--- config.mk ---
export PLATFORM = sky130hd
export DESIGN_NAME = dct_product_accumulator_flat
export DESIGN_NICKNAME = d
export VERILOG_FILES = /design/src/rtl/dct_product_accumulator_if.sv /design/src/rtl/dct_product_accumulator.sv /design/src/flat_wrapper.sv
export SDC_FILE = /design/constraint.sdc
export NUM_CORES = 1
export LEC_CHECK = 0
export CORE_MARGIN = 1.5
export CORE_UTILIZATION = 45
export CTS_BUF_LIST = sky130_fd_sc_hd__clkbuf_8
export DETAILED_ROUTE_END_ITERATION = 8
export PLACE_DENSITY = 0.72
export SLEW_MARGIN = 20
export SYNTH_ARGS = -nofsm -noshare
export SYNTH_HDL_FRONTEND = slang
export SYNTH_SLANG_ARGS = --single-unit
--- constraint.sdc ---
create_clock -name clk -period 5 [get_ports clk]
set_input_delay 1 -clock clk [delete_from_list [all_inputs] [get_ports clk]]
set_output_delay 1 -clock clk [all_outputs]
set_load 0.005 [all_outputs]
--- src/rtl/dct_product_accumulator_if.sv ---
// rtl/dct_product_accumulator_if.sv - product stream in, rounded coefficient stream out
// master drives products and out_ready; slave is the accumulator.
interface dct_product_accumulator_if #(
  parameter int PW    = 16,
  parameter int ACC_W = 20,
  parameter int SHIFT = 3,
  parameter int N_OUT = 8
);
  localparam int K_W   = (N_OUT > 1) ? $clog2(N_OUT) : 1;
  localparam int OUT_W = ACC_W - SHIFT;

  logic [PW-1:0]           prod_in;
  logic                    prod_neg;
  logic                    in_valid;
  logic                    in_ready;
  logic signed [OUT_W-1:0] out_data;
  logic [K_W-1:0]          out_k;
  logic                    out_valid;
  logic                    out_ready;

  modport master (
    output prod_in, prod_neg, in_valid, out_ready,
    input  in_ready, out_data, out_k, out_valid
  );

  modport slave (
    input  prod_in, prod_neg, in_valid, out_ready,
    output in_ready, out_data, out_k, out_valid
  );
endinterface

--- src/rtl/dct_product_accumulator.sv ---
// rtl/dct_product_accumulator.sv - sums N_TERMS signed products into one rounded DCT coefficient
// Tracks the output index k and holds each result until the consumer takes it.
module dct_product_accumulator #(
  parameter int PW      = 16,
  parameter int N_TERMS = 8,
  parameter int N_OUT   = 8,
  parameter int ACC_W   = 20,
  parameter int SHIFT   = 3
) (
  input  logic clk,
  input  logic rst_n,
  input  logic clr,
  dct_product_accumulator_if.slave bus
);
  localparam int CNT_W = (N_TERMS > 1) ? $clog2(N_TERMS) : 1;
  localparam int K_W   = (N_OUT > 1) ? $clog2(N_OUT) : 1;
  localparam int OUT_W = ACC_W - SHIFT;
  localparam logic [CNT_W-1:0]        CNT_LAST = CNT_W'(N_TERMS - 1);
  localparam logic [K_W-1:0]          K_LAST   = K_W'(N_OUT - 1);
  localparam logic signed [ACC_W-1:0] RND      = ACC_W'((2 ** SHIFT) / 2);

  logic signed [ACC_W-1:0] acc_q, acc_d;
  logic [CNT_W-1:0]        cnt_q, cnt_d;
  logic [K_W-1:0]          k_q, k_d;
  logic signed [OUT_W-1:0] out_data_q, out_data_d;
  logic [K_W-1:0]          out_k_q, out_k_d;
  logic                    out_valid_q, out_valid_d;

  logic                    last;
  logic                    in_ready;
  logic                    accept;
  logic signed [ACC_W-1:0] term;
  logic signed [ACC_W-1:0] sum;
  logic signed [ACC_W-1:0] rounded;

  always_comb begin
    last     = (cnt_q == CNT_LAST);
    // Only the closing term has to wait for the output register to free up.
    in_ready = !clr && !(last && out_valid_q && !bus.out_ready);
    accept   = bus.in_valid && in_ready;

    term = $signed({{(ACC_W-PW){1'b0}}, bus.prod_in});
    if (bus.prod_neg) term = -term;
    sum     = ((cnt_q == '0) ? '0 : acc_q) + term;
    rounded = sum + RND;

    acc_d       = acc_q;
    cnt_d       = cnt_q;
    k_d         = k_q;
    out_data_d  = out_data_q;
    out_k_d     = out_k_q;
    out_valid_d = out_valid_q;

    if (out_valid_q && bus.out_ready) out_valid_d = 1'b0;

    if (clr) begin
      acc_d = '0;
      cnt_d = '0;
      k_d   = '0;
    end else if (accept) begin
      if (last) begin
        out_data_d  = OUT_W'(rounded >>> SHIFT);
        out_k_d     = k_q;
        out_valid_d = 1'b1;
        cnt_d       = '0;
        k_d         = (k_q == K_LAST) ? '0 : k_q + 1'b1;
      end else begin
        acc_d = sum;
        cnt_d = cnt_q + 1'b1;
      end
    end
  end

  always_ff @(posedge clk or negedge rst_n) begin
    if (!rst_n) begin
      acc_q       <= '0;
      cnt_q       <= '0;
      k_q         <= '0;
      out_data_q  <= '0;
      out_k_q     <= '0;
      out_valid_q <= 1'b0;
    end else begin
      acc_q       <= acc_d;
      cnt_q       <= cnt_d;
      k_q         <= k_d;
      out_data_q  <= out_data_d;
      out_k_q     <= out_k_d;
      out_valid_q <= out_valid_d;
    end
  end

  assign bus.in_ready  = in_ready;
  assign bus.out_data  = out_data_q;
  assign bus.out_k     = out_k_q;
  assign bus.out_valid = out_valid_q;
endmodule

--- src/flat_wrapper.sv ---
// flat-port wrapper written by rule: the top's interface ports become plain ports
module dct_product_accumulator_flat 
#(
  parameter int PW      = 16,
  parameter int N_TERMS = 8,
  parameter int N_OUT   = 8,
  parameter int ACC_W   = 20,
  parameter int SHIFT   = 3
)
  (clk, rst_n, clr, bus_prod_in, bus_prod_neg, bus_in_valid, bus_out_ready, bus_in_ready, bus_out_data, bus_out_k, bus_out_valid);
  dct_product_accumulator_if #(.PW(PW), .ACC_W(ACC_W), .SHIFT(SHIFT), .N_OUT(N_OUT)) bus_i ();
  input  logic clk;
  input  logic rst_n;
  input  logic clr;
  input wire logic [$bits(bus_i.prod_in)-1:0] bus_prod_in;
  input wire logic [$bits(bus_i.prod_neg)-1:0] bus_prod_neg;
  input wire logic [$bits(bus_i.in_valid)-1:0] bus_in_valid;
  input wire logic [$bits(bus_i.out_ready)-1:0] bus_out_ready;
  output wire logic [$bits(bus_i.in_ready)-1:0] bus_in_ready;
  output wire logic [$bits(bus_i.out_data)-1:0] bus_out_data;
  output wire logic [$bits(bus_i.out_k)-1:0] bus_out_k;
  output wire logic [$bits(bus_i.out_valid)-1:0] bus_out_valid;
  assign bus_i.prod_in = bus_prod_in;
  assign bus_i.prod_neg = bus_prod_neg;
  assign bus_i.in_valid = bus_in_valid;
  assign bus_i.out_ready = bus_out_ready;
  assign bus_in_ready = bus_i.in_ready;
  assign bus_out_data = bus_i.out_data;
  assign bus_out_k = bus_i.out_k;
  assign bus_out_valid = bus_i.out_valid;
  dct_product_accumulator #(.PW(PW), .N_TERMS(N_TERMS), .N_OUT(N_OUT), .ACC_W(ACC_W), .SHIFT(SHIFT)) u_core (.clk(clk), .rst_n(rst_n), .clr(clr), .bus(bus_i));
endmodule
==> run_results.csv, run 1 <==
group,metric,value,unit
outcome,status,"completed",
power_and_ir_drop,pg_comb,0.410,mW
setup_path,slowest_delay,0.41,ns
cells_and_area,largest_reg_flops,20,
power_and_ir_drop,p_leak,2.09,nW
cells_and_area,largest_cell_class,"combinational gates",
drt,ant_nets,0,
yosys,common_cells,"63 x nand2_1, 47 x dfrtp_1, 40 x xnor2_1",
yosys,top_cell_area_share,0.317,
yosys,ys_seq_share,0.317,
yosys,postSynthAreaPerCell,8.68,um^2
die,die_w,93.7,um
sta,final.setup.tns,0,ns
clocking,holdBufCountCts,0,
placement,dp_hpwl,6920,um
yosys,yosysCellCount,427,
clocking,root_buffer,"clkbuf_8",
drt,vias,3355,
yosys,netlist_instances,427,
clocking,clkSinkCount,47,
yosys,async_flop_share,1.00,
clocking,clockBufferDepth,2,
setup_path,path_cells,"clkdlybuf4s50_1 -> or3_1 -> or2_1 -> nor3_2 -> buf_4 -> nand2_1 -> o31ai_1 -> xnor2_1 -> ha_1 -> and3_1 -> a221o_1 -> a221oi_1 -> xnor2_1 -> nand3_2 -> buf_4 -> nor2b_1 -> a21o_1 -> a31oi_1",
setup_path,crit_required,5.13,ns
cells_and_area,sh_comb_area,0.528,
setup_path,path_delay_family,"simple AND/OR/NAND/NOR gates",
cells_and_area,clkbuf_count,5,
yosys,yosys.area_share.simple,0.232,
clocking,insertion_delay,0.30,ns
drt,wl_met3,397,um
setup_path,path_buffers,3,
hold_path,hp-class,"register to register",
grt,grt_usage,0.215,
cells_and_area,non_clock_inverter_count,14,
die,nWellTaps,102,
power_and_ir_drop,pg_seq,0.410,mW
sta,slew_violations,0,
cells_and_area,buf_share,0.154,
cells_and_area,comb_area,2440,um^2
cells_and_area,area_growth,24.9,%
placement,dp_slack,-0.149,ns
setup_path,rr_worst_depth,17,
setup_path,cp-start-kind,"input pin",
setup_path,crit_arrival,4.92,ns
yosys,muxShareOfSynthArea,0.00608,
power_and_ir_drop,p_sw_frac,0.332,
placement,place_inst,592,
power_and_ir_drop,power.density,238,nW/um^2
cells_and_area,register_area,1180,um^2
sta,timing.fmax,0.209,GHz
setup_path,crit_path_top_delay_cell,"clkdlybuf4s50_1",
setup_path,r2r_start,"u_core.cnt_q[0]",
cells_and_area,layout_top_cell,"nand2_1",
grt,grt_pass1_wl,15200,um
clocking,clk_pin_slew,0.09,ns
yosys,synth-main-ff-cell,"dfrtp_1",
cells_and_area,regMostFlops,"u_core.acc_q",
cells_and_area,flops,47,
drt,top_layer,"met4",
yosys,top_cell,"nand2_1",
grt,grt_max_degree,48,
drt,drt_first_pass_iters,5,
grt,antenna_found_initial,0,
cells_and_area,clock_cell_area_share,0.0243,
sta,finalClockPeriodUsage,0.957,
cells_and_area,mostFrequentLayoutCells,"63 x nand2_1, 47 x dfrtp_1, 42 x clkdlybuf4s50_1",
yosys,syn-cell-area,3700,um^2
cells_and_area,buffers,81,
sta,maxSlewHeadroom,0.296,
sta,finalCriticalPeriod,4.79,ns
cells_and_area,seq_share,0.254,
setup_path,worstSetupPathType,"input pin to register",
power_and_ir_drop,p_int,0.737,mW
sta,layout_setup_ws,0.215,ns
yosys,edf_count,0,
yosys,ys_sh_xor,0.104,
power_and_ir_drop,sequentialPowerShare,0.372,
drt,drt_iter0_drc,182,
die,initial_utilization,0.472,
hold_path,hp-start,"u_core.bus.out_k[1]",
clocking,cts-resized-gates,0,
cells_and_area,drive_gt1_frac,0.143,
cells_and_area,fin_nets,546,
setup_path,r2r_slack,1.12,ns
hold_path,holdPathStages,2,
die,die_y,93.7,um
drt,vias_per_cell,5.59,
yosys,synthAdderAreaFrac,0.0932,
power_and_ir_drop,power_frac_comb,0.372,
cells_and_area,comb_cells,348,
yosys,synth_area_leader_cell,"dfrtp_1",
yosys,ys_warn_count,0,
flow_run,drv_cap,0,
drt,wl_met1,4450,um
yosys,area_leaders,"dfrtp_1 32%, xnor2_1 9.5%, ha_1 8.8%, nand2_1 6.4%, and2_1 3.9%",
die,io_pins,44,
yosys,logic_family,"simple AND/OR/NAND/NOR gates",
die,fp.coreArea,7850,um^2
clocking,h-tree-depth,2,
sta,rsz0062_at_grt,"yes",
setup_path,worstSetupStartpoint,"bus_prod_in[3]",
power_and_ir_drop,total_power,1.10,mW
yosys,yosys.area_share.aoi,0.211,
setup_path,worst-path-max-fanout,4,
power_and_ir_drop,netSwitchingPower,0.367,mW
power_and_ir_drop,ir_drop,0.000124,V
grt,use_met1,0.325,
power_and_ir_drop,p_clk_frac,0.257,
cells_and_area,fill_cells,731,
sta,fin_skew,0.0127,ns
sta,setup-violations-final,0,
grt,grt_pass1_vias,3206,
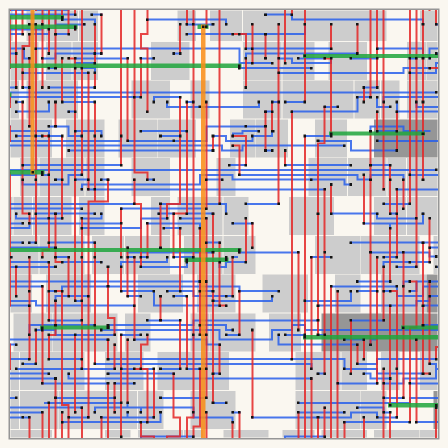
*Close-up of the layout, run 1*
Region (32, 13) to (62, 43) um. Cells in grey, sequential cells in the stronger grey; small squares are vias.
- red: metal 2
- blue: metal 1
- orange: metal 4
- green: metal 3
- cells with their middle in the window: 85
- most frequent: nand2_1 (9), and2_1 (7), buf_4 (7)
- sequential cells in the window: 1
- netlist names of flops here include: u_core.acc_q (1)

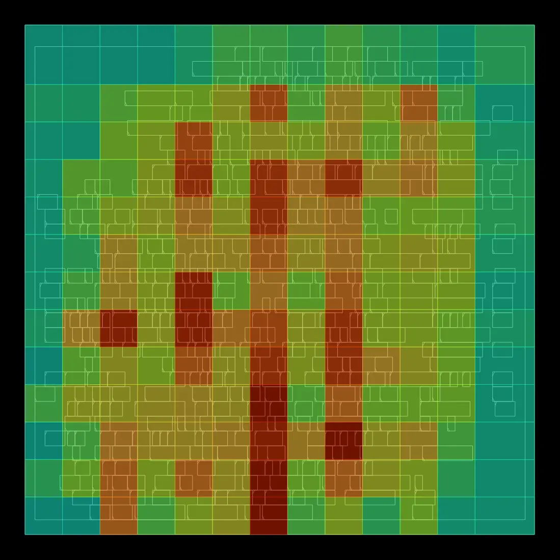
*Routing congestion, run 1*
Layout Utilization: 0.590
met3 usage: 0.0129
WL per Instance: 14.7 um
Top Usage Layer GRT: met2

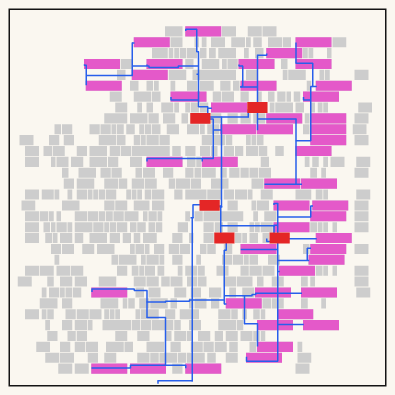
*Clock network drawn from the DEF, run 1*
Drawn at 4 px/um.
- blue: clock wires (length 579 um)
- magenta: flip-flops (count 47)
- red: clock drivers (count 5)
- routed clock nets: 6

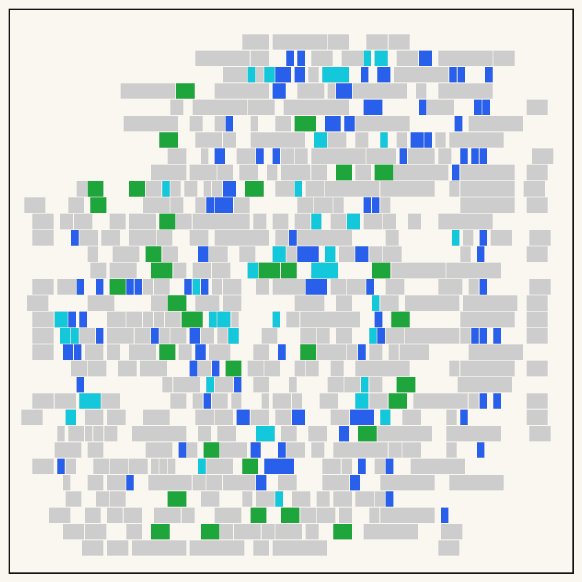
*Gate-type map, run 1*
Drawn at 6 px/um.
- blue: NAND gates (cells 91; most used nand2_1; where all over the die)
- cyan: NOR gates (cells 35; most used nor2_1)
- green: AND-OR and OR-AND gates (cells 33; most used a22o_1)

==> inputs of run 2 (changes only) <==
Settings changed: CTS_BUF_LIST sky130_fd_sc_hd__clkbuf_8 to sky130_fd_sc_hd__clkbuf_2 sky130_fd_sc_hd__clkbuf_4 sky130_fd_sc_hd__clkbuf_8, REMOVE_ABC_BUFFERS set to 1.
==> run_results.csv, run 2 <==
group,metric,value,unit
outcome,status,"completed",
cells_and_area,buffers,93,
sta,fin_skew,0.0110,ns
yosys,synth-main-ff-cell,"dfrtp_1",
yosys,netlist_instances,427,
yosys,yosysCellCount,427,
drt,vias,3367,
sta,layout_setup_ws,0.236,ns
sta,final.setup.tns,0,ns
yosys,synthAdderAreaFrac,0.0932,
cells_and_area,register_area,1180,um^2
power_and_ir_drop,power_frac_comb,0.377,
setup_path,path_buffers,2,
placement,place_inst,603,
placement,dp_slack,-0.100,ns
yosys,postSynthAreaPerCell,8.68,um^2
grt,use_met1,0.295,
drt,top_layer,"met4",
setup_path,path_delay_family,"simple AND/OR/NAND/NOR gates",
sta,slew_violations,0,
cells_and_area,largest_cell_class,"combinational gates",
cells_and_area,fin_nets,558,
power_and_ir_drop,p_leak,2.15,nW
setup_path,r2r_start,"u_core.cnt_q[0]",
clocking,holdBufCountCts,0,
hold_path,hp-class,"register to register",
drt,vias_per_cell,5.50,
setup_path,slowest_delay,0.42,ns
yosys,muxShareOfSynthArea,0.00608,
power_and_ir_drop,power.density,237,nW/um^2
yosys,logic_family,"simple AND/OR/NAND/NOR gates",
cells_and_area,regMostFlops,"u_core.acc_q",
cells_and_area,largest_reg_flops,20,
yosys,top_cell,"nand2_1",
power_and_ir_drop,netSwitchingPower,0.367,mW
grt,grt_max_degree,48,
setup_path,rr_worst_depth,16,
yosys,ys_sh_xor,0.104,
setup_path,worst-path-max-fanout,4,
clocking,clk_pin_slew,0.09,ns
sta,finalClockPeriodUsage,0.953,
drt,drt_first_pass_iters,5,
drt,ant_nets,0,
power_and_ir_drop,p_clk_frac,0.257,
die,die_w,93.7,um
grt,grt_pass1_wl,16000,um
power_and_ir_drop,pg_comb,0.421,mW
yosys,area_leaders,"dfrtp_1 32%, xnor2_1 9.5%, ha_1 8.8%, nand2_1 6.4%, and2_1 3.9%",
grt,grtUsageMet3,0.0283,
yosys,synth_area_leader_cell,"dfrtp_1",
cells_and_area,final_core_util,0.600,
cells_and_area,non_clock_inverter_count,14,
cells_and_area,drive_gt1_frac,0.161,
cells_and_area,seq_share,0.250,
sta,rsz0062_at_grt,"yes",
setup_path,cp-start-kind,"input pin",
power_and_ir_drop,ir_drop,0.000157,V
setup_path,crit_path_top_delay_cell,"o311a_1",
yosys,top_cell_area_share,0.317,
setup_path,r2r_slack,0.78,ns
setup_path,worstSetupStartpoint,"bus_prod_in[3]",
grt,grt_usage,0.231,
clocking,clkSinkCount,47,
cells_and_area,comb_area,2440,um^2
cells_and_area,clkbuf_count,5,
drt,wl_met3,317,um
yosys,async_flop_share,1.00,
die,nWellTaps,102,
clocking,insertion_delay,0.31,ns
cells_and_area,area_growth,27.2,%
drt,wl_met1,4140,um
sta,maxSlewHeadroom,0.265,
cells_and_area,comb_cells,348,
die,die_y,93.7,um
sta,setup-violations-final,0,
cells_and_area,mostFrequentLayoutCells,"63 x nand2_1, 50 x buf_4, 47 x dfrtp_1",
yosys,ys_seq_share,0.317,
cells_and_area,clock_cell_area_share,0.0239,
power_and_ir_drop,sequentialPowerShare,0.366,
grt,grt.busiest_layer,"met2",
yosys,common_cells,"63 x nand2_1, 47 x dfrtp_1, 40 x xnor2_1",
yosys,syn-cell-area,3700,um^2
yosys,edf_count,0,
flow_run,drv_cap,0,
clocking,cts-resized-gates,0,
die,io_pins,44,
clocking,root_buffer,"clkbuf_8",
placement,dp_hpwl,7060,um
setup_path,path_cells,"clkdlybuf4s50_1 -> or3_1 -> or2_1 -> nor3_2 -> nand2_1 -> o31ai_1 -> xnor2_1 -> ha_1 -> buf_4 -> and3_1 -> nand3_1 -> a21oi_1 -> o311a_1 -> or3_1 -> nand4b_1 -> nor2_1 -> and3_1 -> a221o_1",
grt,antenna_found_initial,0,
setup_path,worstSetupPathType,"input pin to register",
clocking,h-tree-depth,2,
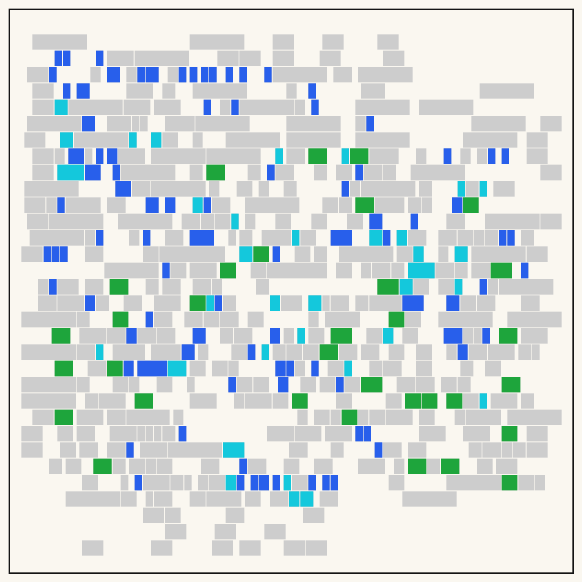
*Gate-type map, run 2*
Drawn at 6 px/um.
logic share of the area: 0.518
Top cell excl fill/tap: nand2_1
Post-Layout Cell Count: 612

==> inputs of run 3 (changes only) <==
Settings changed: CTS_BUF_LIST sky130_fd_sc_hd__clkbuf_2 sky130_fd_sc_hd__clkbuf_4 sky130_fd_sc_hd__clkbuf_8 to not set.
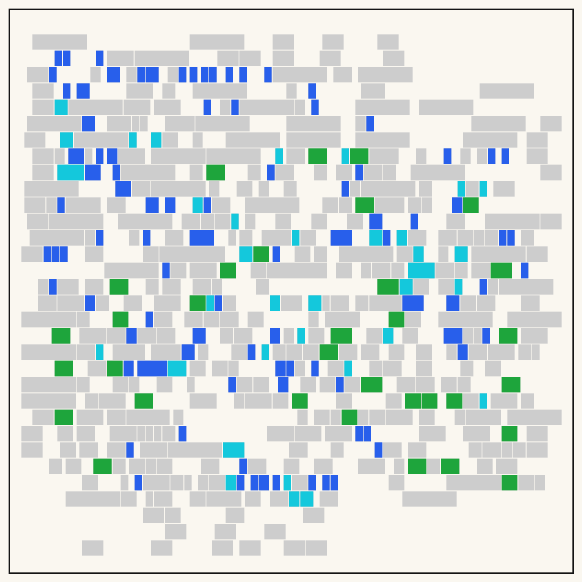
*Gate-type map, run 3*
Drawn at 6 px/um.
- green: AND-OR and OR-AND gates (cells 33; most used a22o_1)
- cyan: NOR gates (cells 35; most used nor2_1)
- blue: NAND gates (cells 91; most used nand2_1; where all over the die)

==> run_results.csv, run 3 <==
group,metric,value,unit
outcome,status,"completed",
sta,final.setup.tns,0,ns
yosys,yosys.area_share.aoi,0.211,
sta,maxSlewHeadroom,0.265,
cells_and_area,clkbuf_count,5,
cells_and_area,register_area,1180,um^2
power_and_ir_drop,pg_seq,0.409,mW
yosys,postSynthAreaPerCell,8.68,um^2
setup_path,r2r_slack,0.78,ns
yosys,ys.flops,47,
setup_path,r2r_start,"u_core.cnt_q[0]",
setup_path,cp-start-kind,"input pin",
clocking,cts-resized-gates,0,
drt,wl_per_cell,15.0,um
clocking,holdBufCountCts,0,
sta,timing.fmax,0.210,GHz
clocking,clockBufferDepth,2,
setup_path,slowest_delay,0.42,ns
setup_path,rr_worst_depth,16,
clocking,clkSinkCount,47,
yosys,top_cell_area_share,0.317,
cells_and_area,buffers,93,
drt,wl_met3,317,um
die,initial_utilization,0.472,
yosys,syn-cell-area,3700,um^2
drt,drt_iter0_drc,110,
sta,finalCriticalPeriod,4.76,ns
sta,layout_setup_ws,0.236,ns
hold_path,hp-class,"register to register",
power_and_ir_drop,p_int,0.749,mW
power_and_ir_drop,pg_comb,0.421,mW
cells_and_area,drive_gt1_frac,0.161,
yosys,ys_seq_share,0.317,
die,die_w,93.7,um
cells_and_area,mostFrequentLayoutCells,"63 x nand2_1, 50 x buf_4, 47 x dfrtp_1",
hold_path,hp-start,"u_core.acc_q[17]",
power_and_ir_drop,total_power,1.12,mW
die,io_pins,44,
cells_and_area,flops,47,
drt,wl_met1,4140,um
sta,slew_violations,0,
drt,drt_first_pass_iters,5,
cells_and_area,area_growth,27.2,%
power_and_ir_drop,ir_drop,0.000157,V
setup_path,path_cells,"clkdlybuf4s50_1 -> or3_1 -> or2_1 -> nor3_2 -> nand2_1 -> o31ai_1 -> xnor2_1 -> ha_1 -> buf_4 -> and3_1 -> nand3_1 -> a21oi_1 -> o311a_1 -> or3_1 -> nand4b_1 -> nor2_1 -> and3_1 -> a221o_1",
flow_run,drv_cap,0,
clocking,root_buffer,"clkbuf_8",
drt,vias_per_cell,5.50,
grt,grt_pass1_wl,16000,um
drt,top_layer,"met4",
cells_and_area,regMostFlops,"u_core.acc_q",
sta,hold_violations,0,
sta,worst_pin_slew,1.10,ns
cells_and_area,fill_cells,700,
grt,grt_max_degree,48,
yosys,logic_family,"simple AND/OR/NAND/NOR gates",
power_and_ir_drop,p_clk_frac,0.257,
yosys,common_cells,"63 x nand2_1, 47 x dfrtp_1, 40 x xnor2_1",
cells_and_area,comb_area,2440,um^2
yosys,ys_warn_count,0,
sta,finalClockPeriodUsage,0.953,
yosys,edf_count,0,
cells_and_area,layout_top_cell,"nand2_1",
grt,grt.busiest_layer,"met2",
yosys,muxShareOfSynthArea,0.00608,
yosys,yosysCellCount,427,
hold_path,holdPathStages,2,
yosys,ys_sh_xor,0.104,
cells_and_area,fin_nets,558,
grt,antenna_found_initial,0,
clocking,h-tree-depth,2,
placement,place_inst,603,
cells_and_area,buf_share,0.170,
setup_path,crit_required,5.20,ns
power_and_ir_drop,power_frac_comb,0.377,
yosys,async_flop_share,1.00,
drt,vias,3367,
power_and_ir_drop,p_leak,2.15,nW
cells_and_area,clock_cell_area_share,0.0239,
setup_path,worst-path-max-fanout,4,
yosys,synthAdderAreaFrac,0.0932,
grt,grt_pass1_vias,3448,
grt,use_met1,0.295,
cells_and_area,seq_share,0.250,
die,fp.coreArea,7850,um^2
grt,grt_usage,0.231,
cells_and_area,largest_reg_flops,20,
power_and_ir_drop,powerClk,0.287,mW
drt,ant_nets,0,
cells_and_area,final_core_util,0.600,
cells_and_area,largest_cell_class,"combinational gates",
yosys,yosys.area_share.simple,0.232,
sta,rsz0062_at_grt,"yes",
cells_and_area,non_clock_inverter_count,14,
cells_and_area,finalNonFillerCells,612,
yosys,area_leaders,"dfrtp_1 32%, xnor2_1 9.5%, ha_1 8.8%, nand2_1 6.4%, and2_1 3.9%",
power_and_ir_drop,p_sw_frac,0.329,
die,die_y,93.7,um
power_and_ir_drop,sequentialPowerShare,0.366,
cells_and_area,sh_comb_area,0.518,
setup_path,path_delay_family,"simple AND/OR/NAND/NOR gates",
cells_and_area,comb_cells,348,
yosys,synth-main-ff-cell,"dfrtp_1",
power_and_ir_drop,power.density,237,nW/um^2
sta,fin_skew,0.0110,ns
clocking,clk_pin_slew,0.09,ns
setup_path,crit_arrival,4.96,ns
setup_path,worstSetupStartpoint,"bus_prod_in[3]",
setup_path,crit_path_top_delay_cell,"o311a_1",
yosys,top_cell,"nand2_1",
placement,dp_slack,-0.100,ns
clocking,insertion_delay,0.31,ns
setup_path,worstSetupPathType,"input pin to register",
power_and_ir_drop,netSwitchingPower,0.367,mW
grt,grtUsageMet3,0.0283,
yosys,synth_area_leader_cell,"dfrtp_1",
yosys,netlist_instances,427,

==> layout pictures side by side <==
Routed metal per tile.
Drawn at 4 px/um. The die is cut into 19 by 19 equal tiles; white is low, dark blue is high, scaled to the fullest tile. Values are wire area over tile area, all layers added.
Plate I
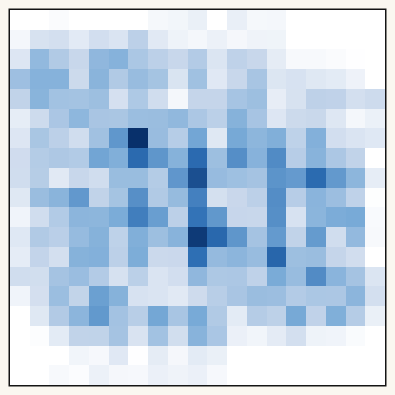
Plate II
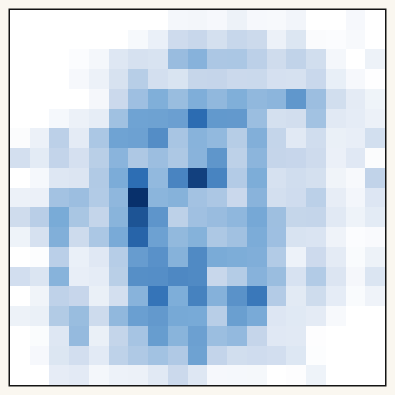
| from | picture |
|---|---|
| run 1 | Plate II |
| run 2 | Plate I |

Key to Plate I:
- densest ninth of the die: centre
- tiles over half the peak: 11%
- emptiest ninth of the die: upper right
- fullest tile: 0.61
- mean over tiles: 0.16
- nearly empty tiles: 14%

No activity file was given, so power comes from the tool's default toggle rates.
